--- src/rtl/uart_receiver_if.sv ---
// UART receive-side bundle: serial line and tick in, byte and status out.
// slave = receiver view, master = line/tick driver and byte consumer view.
interface uart_receiver_if;
  logic       uart_rx;
  logic       sample_tick;
  logic [7:0] data;
  logic       data_valid;
  logic       frame_error;
  logic       busy;

  modport slave (
    input  uart_rx,
    input  sample_tick,
    output data,
    output data_valid,
    output frame_error,
    output busy
  );

  modport master (
    output uart_rx,
    output sample_tick,
    input  data,
    input  data_valid,
    input  frame_error,
    input  busy
  );
endinterface

--- src/rtl/uart_receiver.sv ---
// 8N1 UART receiver, oversampled on sample_tick, mid-bit sampling.
// Ports: clk, reset (async high), bus (uart_receiver_if.slave).
module uart_receiver #(
  parameter int DATA_BITS  = 8,
  parameter int OVERSAMPLE = 16
) (
  input  logic clk,
  input  logic reset,
  uart_receiver_if.slave bus
);

  localparam int TW  = $clog2(OVERSAMPLE);
  localparam int SHR = 8 - DATA_BITS;

  localparam logic [TW-1:0] T_MID =
    TW'(OVERSAMPLE / 2 - 1);
  localparam logic [TW-1:0] T_END =
    TW'(OVERSAMPLE - 1);
  localparam logic [3:0] B_LAST =
    4'(DATA_BITS - 1);

  typedef enum logic [2:0] {
    IDLE,
    START,
    DATA,
    STOP,
    WAIT_HIGH
  } state_t;

  state_t        state;
  logic          rx_meta;
  logic          rx_s;
  logic [TW-1:0] tick_cnt;
  logic [3:0]    bit_cnt;
  logic [7:0]    shift;
  logic [7:0]    data_q;
  logic          dv_q;
  logic          fe_q;
  logic          busy_q;

  assign bus.data        = data_q;
  assign bus.data_valid  = dv_q;
  assign bus.frame_error = fe_q;
  assign bus.busy        = busy_q;

  always_ff @(posedge clk or posedge reset) begin
    if (reset) begin
      state    <= IDLE;
      rx_meta  <= 1'b1;
      rx_s     <= 1'b1;
      tick_cnt <= '0;
      bit_cnt  <= '0;
      shift    <= '0;
      data_q   <= '0;
      dv_q     <= 1'b0;
      fe_q     <= 1'b0;
      busy_q   <= 1'b0;
    end else begin
      rx_meta <= bus.uart_rx;
      rx_s    <= rx_meta;
      dv_q    <= 1'b0;
      fe_q    <= 1'b0;
      if (bus.sample_tick) begin
        unique case (state)
          IDLE: begin
            if (!rx_s) begin
              state    <= START;
              busy_q   <= 1'b1;
              tick_cnt <= '0;
            end
          end
          START: begin
            if (tick_cnt == T_MID) begin
              tick_cnt <= '0;
              bit_cnt  <= '0;
              if (!rx_s) begin
                state <= DATA;
              end else begin
                state  <= IDLE;
                busy_q <= 1'b0;
              end
            end else begin
              tick_cnt <= tick_cnt + 1'b1;
            end
          end
          DATA: begin
            if (tick_cnt == T_END) begin
              // line is LSB first: shift in at MSB
              shift    <= {rx_s, shift[7:1]};
              tick_cnt <= '0;
              bit_cnt  <= bit_cnt + 4'd1;
              if (bit_cnt == B_LAST)
                state <= STOP;
            end else begin
              tick_cnt <= tick_cnt + 1'b1;
            end
          end
          STOP: begin
            if (tick_cnt == T_END) begin
              tick_cnt <= '0;
              if (rx_s) begin
                data_q <= shift >> SHR;
                dv_q   <= 1'b1;
                state  <= IDLE;
                busy_q <= 1'b0;
              end else begin
                fe_q  <= 1'b1;
                state <= WAIT_HIGH;
              end
            end else begin
              tick_cnt <= tick_cnt + 1'b1;
            end
          end
          WAIT_HIGH: begin
            // a held-low line must not look like a start bit
            if (rx_s) begin
              state  <= IDLE;
              busy_q <= 1'b0;
            end
          end
          default: begin
            state  <= IDLE;
            busy_q <= 1'b0;
          end
        endcase
      end
    end
  end

endmodule

--- src/flat_wrapper.sv ---
// flat-port wrapper written by rule: the top's interface ports become plain ports
module uart_receiver_flat 
#(
  parameter int DATA_BITS  = 8,
  parameter int OVERSAMPLE = 16
)
  (clk, reset, bus_uart_rx, bus_sample_tick, bus_data, bus_data_valid, bus_frame_error, bus_busy);
  uart_receiver_if bus_i ();
  input  logic clk;
  input  logic reset;
  input wire logic [$bits(bus_i.uart_rx)-1:0] bus_uart_rx;
  input wire logic [$bits(bus_i.sample_tick)-1:0] bus_sample_tick;
  output wire logic [$bits(bus_i.data)-1:0] bus_data;
  output wire logic [$bits(bus_i.data_valid)-1:0] bus_data_valid;
  output wire logic [$bits(bus_i.frame_error)-1:0] bus_frame_error;
  output wire logic [$bits(bus_i.busy)-1:0] bus_busy;
  assign bus_i.uart_rx = bus_uart_rx;
  assign bus_i.sample_tick = bus_sample_tick;
  assign bus_data = bus_i.data;
  assign bus_data_valid = bus_i.data_valid;
  assign bus_frame_error = bus_i.frame_error;
  assign bus_busy = bus_i.busy;
  uart_receiver #(.DATA_BITS(DATA_BITS), .OVERSAMPLE(OVERSAMPLE)) u_core (.clk(clk), .reset(reset), .bus(bus_i));
endmodule
--- config.mk ---
export PLATFORM = sky130hd
export DESIGN_NAME = uart_receiver_flat
export DESIGN_NICKNAME = d
export VERILOG_FILES = /design/src/rtl/uart_receiver_if.sv /design/src/rtl/uart_receiver.sv /design/src/flat_wrapper.sv
export SDC_FILE = /design/constraint.sdc
export NUM_CORES = 1
export LEC_CHECK = 0
export CORE_UTILIZATION = 46
export DETAILED_ROUTE_END_ITERATION = 10
export PLACE_DENSITY = 0.66
export SLEW_MARGIN = 20
export SYNTH_ARGS = -nofsm -noshare
export SYNTH_HDL_FRONTEND = slang
export SYNTH_SLANG_ARGS = --single-unit
--- constraint.sdc ---
create_clock -name clk -period 1.97 [get_ports clk]
set_input_delay 0.197 -clock clk [delete_from_list [all_inputs] [get_ports clk]]
set_output_delay 0.197 -clock clk [all_outputs]
set_load 0.005 [all_outputs]
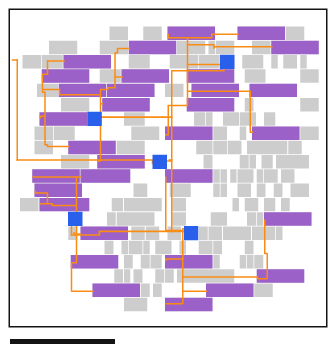
*Clock wires, drivers and flops, run 1*
The bar under the picture is 20 um long.
orange -> clock wires  # length 403 um
blue -> cells driving clock nets  # count 5
purple -> flip-flops  # count 32
flops lie = all over the die
insertion delay to the later sink of the worst-skew pair: 0.33 ns
portion of total power attributed to the clock network: 0.292
clock skew after layout: 0.01205 ns

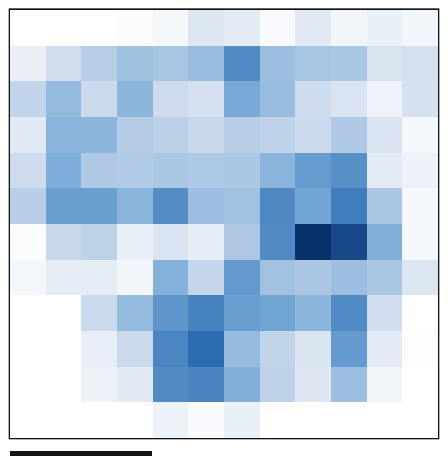
*Wire density map, run 1*
The bar under the picture is 20 um long. 12 x 12 tiles, from white (low) to dark blue (high), scaled to the fullest tile. Values are wire area over tile area, all layers added.
mean over tiles = 0.12
fullest tile = 0.43
tiles over half the peak = 17%
nearly empty tiles = 16%
emptiest ninth of the die = lower left
detailed-route wire length per cell: 13.67 um
Post-Route WL: 2.680 mm
total number of vias: 1029
GRT Overall Usage: 0.1778

==> summary.txt, run 1 <==
Flow results are below.

- The flow ran to the end, and the final reports show no timing, DRC or antenna violations.
- The path depth of the worst reg2reg path is 5, for reference.
- The cell area after layout is 1846 um^2, for reference.
- The tally of max-capacitance violations is 0, for reference.
- The total cells reported by yosys after synthesis is 127, for reference.
- Sorting the synthesized cells by area gives the leading types as dfrtp_1, mux2_4, mux2_2, dfstp_2, o21ai_0.
- Together, buffers and inverters on the worst path number 0.
- The design received a total of 44 well taps at floorplan.
- The count of antenna-violating nets left after detailed routing is 0, for reference.
- The number of antenna diodes in the final layout is 0.
- The sequential cell area fraction in the yosys report is 0.5157, for reference.
- The total setup buffers inserted after CTS is 0, for reference.
- The adder-cell share of the synthesized area is 0.01606, for reference.
- In this run the critical path is formed by ha_1, nand3_4, nor4_4, nand2_4, mux2_2.
- Sequential power for this build is 0.812 mW.
- Counting every instance in the synthesized netlist gives 127.
- According to the finish report, the design has a final net count of 157.
- The final timing report lists a max-slew violation count of 0.
- The count of synthesis-stage warnings from yosys is 0, for reference.
- The number of distinct standard cells referenced by the synthesized netlist is 38, for reference.
- The switching power is 0.5113 mW, for reference.
- The via count of the first global-routing pass is 1014.
- The quantity of I/O buffers inserted on ports is 14, for reference.
- The power report lists the combinational group at 0.362 mW.
- The total nets after synthesis is between 100 and 150, for reference.
- The site row count is 20, for reference.
- The placement-stage cell area is 1769 um^2, for reference.
- The layout contains a multi-input combinational cell count of roughly 80.
- The post-detailed-route DRC marker count is 0, for reference.
- In this run, synthesis inferred 0 flip-flops with an integrated enable.
- The main combinational cell family by area after synthesis is simple AND/OR/NAND/NOR gates, for reference.
- The flop-to-flop setup slack is 0.25 ns, for reference.
- Counting instances in the post-synthesis netlist gives the leading cell types as dfrtp_1, mux2_2.
- Power spread over the standard cell area amounts to 899.5 nW/um^2.
- Global routing put the most usage on met2.
- The highest fanout seen on the critical path is 9, for reference.
- The filler cells instantiated in the layout total 288.
- Per the synthesis report, the XOR/XNOR share of the synthesized area is 0.01124.
- Internal power comes to around 1.1 mW.
- The power report attributes to the sequential group a share of 0.489.
- The slew at the pin closest to its max-slew limit is 0.4822 ns, for reference.
- The maximum number of pins on one net before global-route repair is 33, for reference.
- Hold repair after CTS inserted 0 buffers.
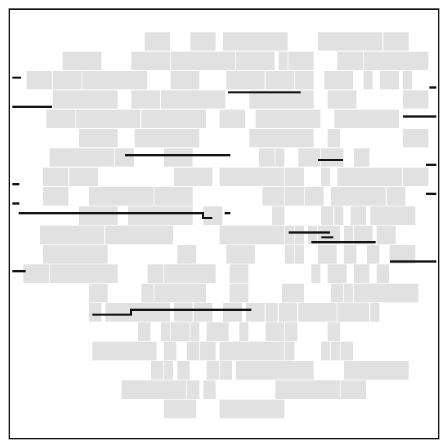
*Metal 3, run 1*
share of all routed wire = 4.4%
nets with wire on the layer = 15
wire length on this layer = 117 um
main direction = horizontal
met3 Track Usage GR: 0.06494

==> run 1 -> run 2 <==
--- a/config.mk
+++ b/config.mk
@@ -5,9 +5,8 @@
 export SDC_FILE = /design/constraint.sdc
 export NUM_CORES = 1
 export LEC_CHECK = 0
-export CORE_UTILIZATION = 46
+export CORE_UTILIZATION = 40
 export DETAILED_ROUTE_END_ITERATION = 10
-export PLACE_DENSITY = 0.66
 export SLEW_MARGIN = 20
 export SYNTH_ARGS = -nofsm -noshare
 export SYNTH_HDL_FRONTEND = slang
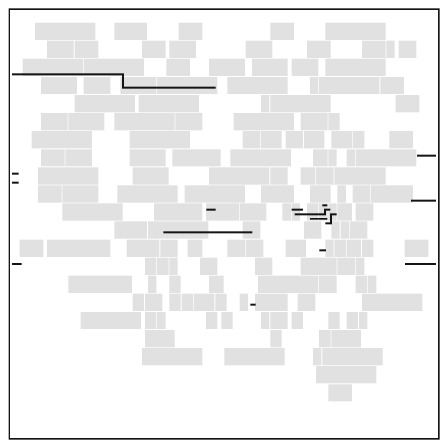
*Metal 3, run 2*
longest straight run = 16.6 um
share of all routed wire = 2.7%
Post-Route WL: 2.719 mm
total number of vias: 1025
met3 Track Usage GR: 0.03750

==> summary.txt, run 2 <==
Flow results are below.

- The run finished with clean final reports.
- From synthesis to final layout, the design area changed by 20.40%.
- The placement-stage cell area came to 1782 um^2 (+0.71%).
- The tap cell count came to 48 (+9.1%).
- The number of multi-input combinational cells in the layout is 82 (unchanged), for reference.
- The main combinational cell family by area after synthesis is simple AND/OR/NAND/NOR gates, for reference.
- The number of buffers inserted for hold repair after clock tree synthesis is 0 (unchanged), for reference.
- The power per standard cell area came to 914.6 nW/um^2 (+1.7%).
- The cell area after layout is 1876 um^2 (+1.6%), for reference.
- Yosys attributes the largest share of cell area to dfrtp_1, mux2_4, mux2_2, dfstp_2, o21ai_0.
- Once the clock tree was built, the resizer swapped 0 gates to a different size.
- The parity-gate share of the synthesized area counting xor and xnor cells came to 0.01124 (unchanged).
- The via count of the first global-routing pass came to 1046 (+3.2%).
- Walking the worst path, the cells encountered are ha_1, nand3_4, nor4_4, nand2_4, mux2_2.
- The total nets after synthesis is 133 (unchanged), for reference.
- The flop-to-flop setup slack came to 0.27 ns (+0.02 ns).
- The path depth of the worst reg2reg path was 5 (unchanged).
- The maximum number of pins on one net before global-route repair came to 33 (unchanged).
- The adder-cell share of the synthesized area is 0.01606 (unchanged), for reference.
- The antenna diode count is 0 (unchanged), for reference.
- The instance count of the mapped netlist was 127 (unchanged).
- The latest clock arrival within the worst-skew pair came to 0.28 ns (-0.05 ns).
- The final clock skew is 0.006237 ns (-0.005812 ns), for reference.
- The total cells reported by yosys after synthesis is 127 (unchanged), for reference.
- The total setup buffers inserted after CTS is 0 (unchanged).
- The global routing's busiest layer is met2, for reference.
- The highest fanout seen on the critical path came to 9 (unchanged).
- The site row count was 22 (+10%).
- The internal power of the cells is 1.192 mW (+3.8%), for reference.
- The combinational gate power is 0.412 mW (+14%), for reference.
- The tally of max-capacitance violations came to 0 (unchanged).
- The count of buffering cells on the critical path with inverters included was 0 (unchanged).
- The total sequential power is 0.796 mW (-2%).
- The overall global routing resource usage came to 0.1555 (-0.02233).
- The sequential cell area fraction in the yosys report is 0.5157 (unchanged), for reference.
- The slew at the pin closest to its max-slew limit was 0.4890 ns (+0.006774 ns).
- Ranked by instance count, the synthesized netlist is headed by dfrtp_1, mux2_2.
- The count of filler cells inserted in the layout is 347 (+20%).
- The number of enable flip-flop cells was 0 (unchanged).
- The total count of max-transition violations in the final report came to 0 (unchanged).
- The switching power is 0.5230 mW (+2.3%), for reference.
- The average wire per cell in the routed design is 13.53 um (-1.1%), for reference.
- The final net count is 158 (+0.64%), for reference.
Power and IR drop assume default switching activity.
